<file path="src/rtl/mem_bus_arbiter.sv">
// Round-robin arbiter sharing one 32-bit memory port between the I-cache miss port and the D port.
// One transaction at a time, fully registered outputs, optional watchdog abort with bus_error.
module mem_bus_arbiter #(
  parameter int TIMEOUT_CYCLES = 0,
  parameter int CNT_WIDTH      = 16
) (
  input  logic        clk,
  input  logic        reset,
  input  logic        i_read_request,
  input  logic [31:0] i_addr,
  output logic        i_read_response,
  output logic [31:0] i_read_data,
  input  logic        d_read_request,
  input  logic        d_write_request,
  input  logic [31:0] d_addr,
  input  logic [31:0] d_write_data,
  input  logic [3:0]  d_byte_enable,
  output logic        d_response,
  output logic [31:0] d_read_data,
  output logic        mem_read_request,
  output logic        mem_write_request,
  output logic [31:0] mem_addr,
  output logic [31:0] mem_write_data,
  output logic [3:0]  mem_byte_enable,
  input  logic        mem_response,
  input  logic [31:0] mem_read_data,
  output logic        bus_error,
  output logic [1:0]  grant_owner
);

  localparam bit                   WD_EN  = (TIMEOUT_CYCLES > 0);
  localparam logic [CNT_WIDTH-1:0] TO_VAL = CNT_WIDTH'(TIMEOUT_CYCLES);

  typedef enum logic [1:0] {
    S_IDLE   = 2'd0,
    S_BUSY_I = 2'd1,
    S_BUSY_D = 2'd2,
    S_DONE   = 2'd3
  } state_t;

  state_t r_state, w_state_nxt;

  logic                 r_last_d;
  logic [CNT_WIDTH-1:0] r_cnt;
  logic [CNT_WIDTH-1:0] w_cnt_inc;
  logic                 w_d_req;
  logic                 w_busy;
  logic                 w_grant_i;
  logic                 w_grant_d;
  logic                 w_ok;
  logic                 w_timeout;

  logic        r_i_rsp, r_d_rsp, r_bus_err;
  logic [31:0] r_i_data, r_d_data;
  logic        r_mem_rd, r_mem_wr;
  logic [31:0] r_mem_addr, r_mem_wdata;
  logic [3:0]  r_mem_be;
  logic [1:0]  r_grant;

  assign w_d_req   = d_read_request | d_write_request;
  assign w_busy    = (r_state == S_BUSY_I) | (r_state == S_BUSY_D);
  assign w_cnt_inc = r_cnt + CNT_WIDTH'(1);

  // Next state and transaction events; mem_response outside BUSY is never looked at.
  always_comb begin
    w_state_nxt = r_state;
    w_grant_i   = 1'b0;
    w_grant_d   = 1'b0;
    w_ok        = 1'b0;
    w_timeout   = 1'b0;
    case (r_state)
      S_IDLE: begin
        if (i_read_request && (!w_d_req || r_last_d)) begin
          w_grant_i   = 1'b1;
          w_state_nxt = S_BUSY_I;
        end else if (w_d_req) begin
          w_grant_d   = 1'b1;
          w_state_nxt = S_BUSY_D;
        end
      end
      S_BUSY_I, S_BUSY_D: begin
        if (mem_response) begin
          w_ok        = 1'b1;
          w_state_nxt = S_DONE;
        end else if (WD_EN && (w_cnt_inc == TO_VAL)) begin
          w_timeout   = 1'b1;
          w_state_nxt = S_DONE;
        end
      end
      S_DONE:  w_state_nxt = S_IDLE;
      default: w_state_nxt = S_IDLE;
    endcase
  end

  always_ff @(posedge clk) begin
    if (reset) r_state <= S_IDLE;
    else       r_state <= w_state_nxt;
  end

  always_ff @(posedge clk) begin
    if (reset) begin
      r_last_d    <= 1'b1;
      r_cnt       <= '0;
      r_i_rsp     <= 1'b0;
      r_d_rsp     <= 1'b0;
      r_bus_err   <= 1'b0;
      r_i_data    <= '0;
      r_d_data    <= '0;
      r_mem_rd    <= 1'b0;
      r_mem_wr    <= 1'b0;
      r_mem_addr  <= '0;
      r_mem_wdata <= '0;
      r_mem_be    <= 4'h0;
      r_grant     <= 2'b00;
    end else begin
      r_i_rsp   <= 1'b0;
      r_d_rsp   <= 1'b0;
      r_bus_err <= 1'b0;
      if (w_grant_i) begin
        r_last_d    <= 1'b0;
        r_cnt       <= '0;
        r_mem_rd    <= 1'b1;
        r_mem_wr    <= 1'b0;
        r_mem_addr  <= i_addr;
        r_mem_wdata <= '0;
        r_mem_be    <= 4'hF;
        r_grant     <= 2'b01;
      end else if (w_grant_d) begin
        // Write wins if the D side raises both strobes.
        r_last_d    <= 1'b1;
        r_cnt       <= '0;
        r_mem_rd    <= ~d_write_request;
        r_mem_wr    <= d_write_request;
        r_mem_addr  <= d_addr;
        r_mem_wdata <= d_write_data;
        r_mem_be    <= d_write_request ? d_byte_enable : 4'hF;
        r_grant     <= 2'b10;
      end else if (w_ok || w_timeout) begin
        r_mem_rd  <= 1'b0;
        r_mem_wr  <= 1'b0;
        r_grant   <= 2'b00;
        r_bus_err <= w_timeout;
        if (r_state == S_BUSY_I) begin
          r_i_rsp  <= 1'b1;
          r_i_data <= w_ok ? mem_read_data : 32'h0;
        end else begin
          r_d_rsp  <= 1'b1;
          r_d_data <= (w_ok && !r_mem_wr) ? mem_read_data : 32'h0;
        end
      end else if (WD_EN && w_busy) begin
        r_cnt <= w_cnt_inc;
      end
    end
  end

  assign i_read_response   = r_i_rsp;
  assign i_read_data       = r_i_data;
  assign d_response        = r_d_rsp;
  assign d_read_data       = r_d_data;
  assign mem_read_request  = r_mem_rd;
  assign mem_write_request = r_mem_wr;
  assign mem_addr          = r_mem_addr;
  assign mem_write_data    = r_mem_wdata;
  assign mem_byte_enable   = r_mem_be;
  assign bus_error         = r_bus_err;
  assign grant_owner       = r_grant;

endmodule

</file>
<file path="config.mk">
export PLATFORM = sky130hd
export DESIGN_NAME = mem_bus_arbiter
export DESIGN_NICKNAME = d
export VERILOG_FILES = /design/src/rtl/mem_bus_arbiter.sv
export SDC_FILE = /design/constraint.sdc
export NUM_CORES = 1
export LEC_CHECK = 0
export CORE_MARGIN = 3
export CORE_UTILIZATION = 40
export DETAILED_ROUTE_END_ITERATION = 6
export PLACE_DENSITY_LB_ADDON = 0.05
export SLEW_MARGIN = 25
export SYNTH_ARGS = -nofsm -noshare
export SYNTH_HDL_FRONTEND = slang
export SYNTH_SLANG_ARGS = --single-unit
export TNS_END_PERCENT = 100
</file>
<file path="constraint.sdc">
create_clock -name clk -period 2.5 [get_ports clk]
set_clock_uncertainty 0.15 [all_clocks]
set_input_delay 0.5 -clock clk [delete_from_list [all_inputs] [get_ports clk]]
set_output_delay 0.5 -clock clk [all_outputs]
set_load 0.02 [all_outputs]
</file>
Signal wires on met3:
Bar = 50 um. Cells faint in the background.
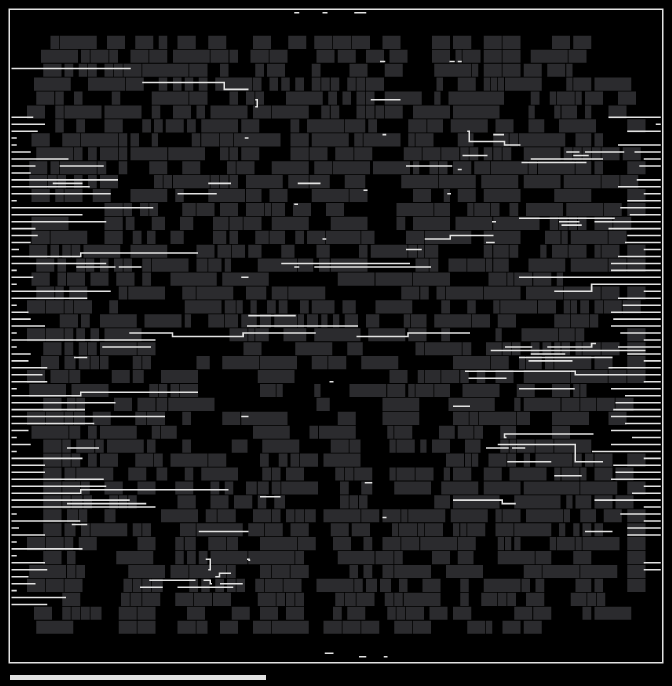
main direction: horizontal
share of all routed wire: 8.8%
longest straight run: 29.9 um
wire length on this layer: 1780 um
total wire length after detailed routing: 20300 um
grt met3 use: 0.0803

==> datasheet_impl.txt <==
Physical design parameters

Parameter                              Value

Floorplanning
  Die Height .................. 127 um
  Total die area .................. approximately 0.016 mm2
  Starting density of the core .................. 0.416

Power
  Power dissipated in the clock network .................. between 2 and 3 mW
  Largest vdd supply drop .................. approximately 0.00059 V
  Top power consumer group .................. combinational logic
  Sequential power .................. a little under 3 mW
  Cell area power density .................. roughly 1000 mW/mm2
  Clock network fraction of total power .................. 0.261
  Net switching power figure .................. about 3.7 mW
  Combinational gate power .................. between 4 and 5 mW
  Share of total power in combinational logic .................. 0.437

Logic synthesis
  Post-synthesis sequential element count .................. roughly 140
  Proportion of register bits with asynchronous set or reset after synthesis .................. 0
  Top logic family .................. AND-OR/OR-AND gates
  Syn Inst Count .................. just under 700
  Synthesized net count .................. 826
  Most frequent cell after synthesis .................. sky130_fd_sc_hd__dfxtp_1
  Distinct lib cells used .................. about 41
  Post-synthesis share of cell area spent on and-or and or-and gates .................. 0.257
  Synthesized area .................. roughly 0.006 mm2
  XORs/XNORs by Area .................. 0
  Prevailing post-synth register cell .................. sky130_fd_sc_hd__dfxtp_1
  Commonest cells in the synthesized netlist .................. sky130_fd_sc_hd__dfxtp_1 (141), sky130_fd_sc_hd__o21ai_0 (129), sky130_fd_sc_hd__a21oi_1 (99)
  Simple-Gate Area Share .................. 0.134
  Top post-synthesis cells by area .................. sky130_fd_sc_hd__dfxtp_1 (48%), sky130_fd_sc_hd__o21ai_0 (11%), sky130_fd_sc_hd__a21oi_1 (8.4%), sky130_fd_sc_hd__mux2i_1 (5.4%), sky130_fd_sc_hd__nand4b_1 (4.8%)
  Area share of the leading cell type in the synthesized netlist .................. 0.479
  Avg Inst Size Synth .................. around 8.6 um2
  EDFF count, synth .................. 0
  Portion of the post-synthesis area used by sequential elements .................. 0.479
  Total of warnings raised by yosys .................. 0

Global routing
  Number of antenna violations at the first check in global routing .................. 1
  Via count of the first global-routing pass .................. ~6200
  Maximum number of pins on one net before global-route repair .................. 65
  Leftover overflow at the end of global routing .................. 0

Route
  Routed wl met3 .................. between 1500 and 2000 um
  Top layer in use .................. met4
  Detailed-route DRC error count .................. 0
  1st-iter DRT viols .................. 458
  Vias per Instance .................. 5.57
  Count of vias placed by the detailed router .................. roughly 6200
  Count of antenna-violating nets left after detailed routing .................. 0

Critical path
  Critical path's largest stage delay .................. roughly 0.47 ns
  Worst-path cell with the longest stage delay .................. sky130_fd_sc_hd__buf_4
  Beginning of the worst register-to-register path .................. r_state[1]$_SDFFE_PP0P_
  Worst Reg-to-Reg Cells .................. 6
  Critical Path Source .................. r_state[1]$_SDFFE_PP0P_
  Cell family contributing the most delay on the critical path .................. AND-OR/OR-AND gates
  Crit Path Class .................. flop to flop
  Reg2reg end .................. d_read_data[14]$_SDFFE_PP0P_
  Kind of start point of the critical path .................. flop
  Data required, critical path .................. between 2 and 3 ns
  Worst-path cell chain .................. inv_1, ha_1, o31a_2, buf_4, o21ai_0, a21oi_1
  End point of the critical path .................. d_read_data[14]$_SDFFE_PP0P_

Layout
  Number of multi-input combinational cells in the layout .................. around 460
  Largest cell class by area .................. buffers
  Number of sequential storage elements .................. ~140
  Most instantiated logic cells after routing .................. sky130_fd_sc_hd__clkdlybuf4s50_1 (274), sky130_fd_sc_hd__dfxtp_1 (141), sky130_fd_sc_hd__o21ai_0 (129), sky130_fd_sc_hd__a21oi_1 (99), sky130_fd_sc_hd__nand2_1 (69)
  Inverters .................. 4
  Flip-flop and latch area .................. 0.00282 mm2
  Fraction of cell area in non-clock buffers .................. 0.324
  Clock buffers and inverters, area share .................. 0.0627
  Non-clock buffer total of the final layout .................. approximately 300
  Number of antenna cells inserted .................. 1

Clock tree
  Total of cells resized after clock tree synthesis .................. 0
  Post-CTS Repair Setup Buffers .................. 0
  Number of hold buffers added after CTS .................. 0
  Number of buffers between clock root and the deepest sink .................. 2
  Maximum level of the CTS H-tree .................. 4
  Insertion Delay late pin .................. around 0.42 ns
  Root cell of the clock tree .................. sky130_fd_sc_hd__clkbuf_16

Worst hold path
  Worst min-delay path startpoint .................. reset
  Worst min path class .................. input port to flop

Final timing
  Slew at the pin with the worst max-slew slack .................. ~0.53 ns
  Cycle use final .................. 0.872
  Final number of max-transition violations .................. 0
  Final-layout worst hold slack .................. about 0.25 ns
  Final Hold Viols .................. 0
  Slew Limit Headroom .................. 0.645
  Min Tclk post-route .................. between 2 and 2.5 ns
  Sum of negative setup slack .................. 0 ns

Placement
  Worst setup slack after placement .................. approximately 0.15 ns
  HPWL after detailed placement .................. around 14000 um
  IO Port Bufs .................. 275

Status
  Status .................. finished, final reports clean
Routing congestion:
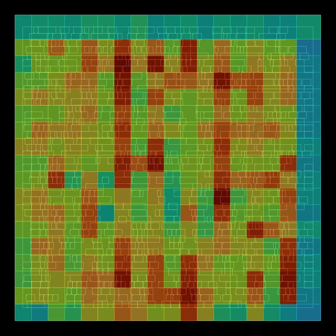
met1 track utilization from global routing: 0.295
GR met2 Demand/Resource: 0.406
highest-utilization routing layer at the global route stage: met2
detail-routed net length per standard cell: 18.1 um
final standard cell utilization of the core: 0.664

Power is estimated from default activity; no workload was simulated.
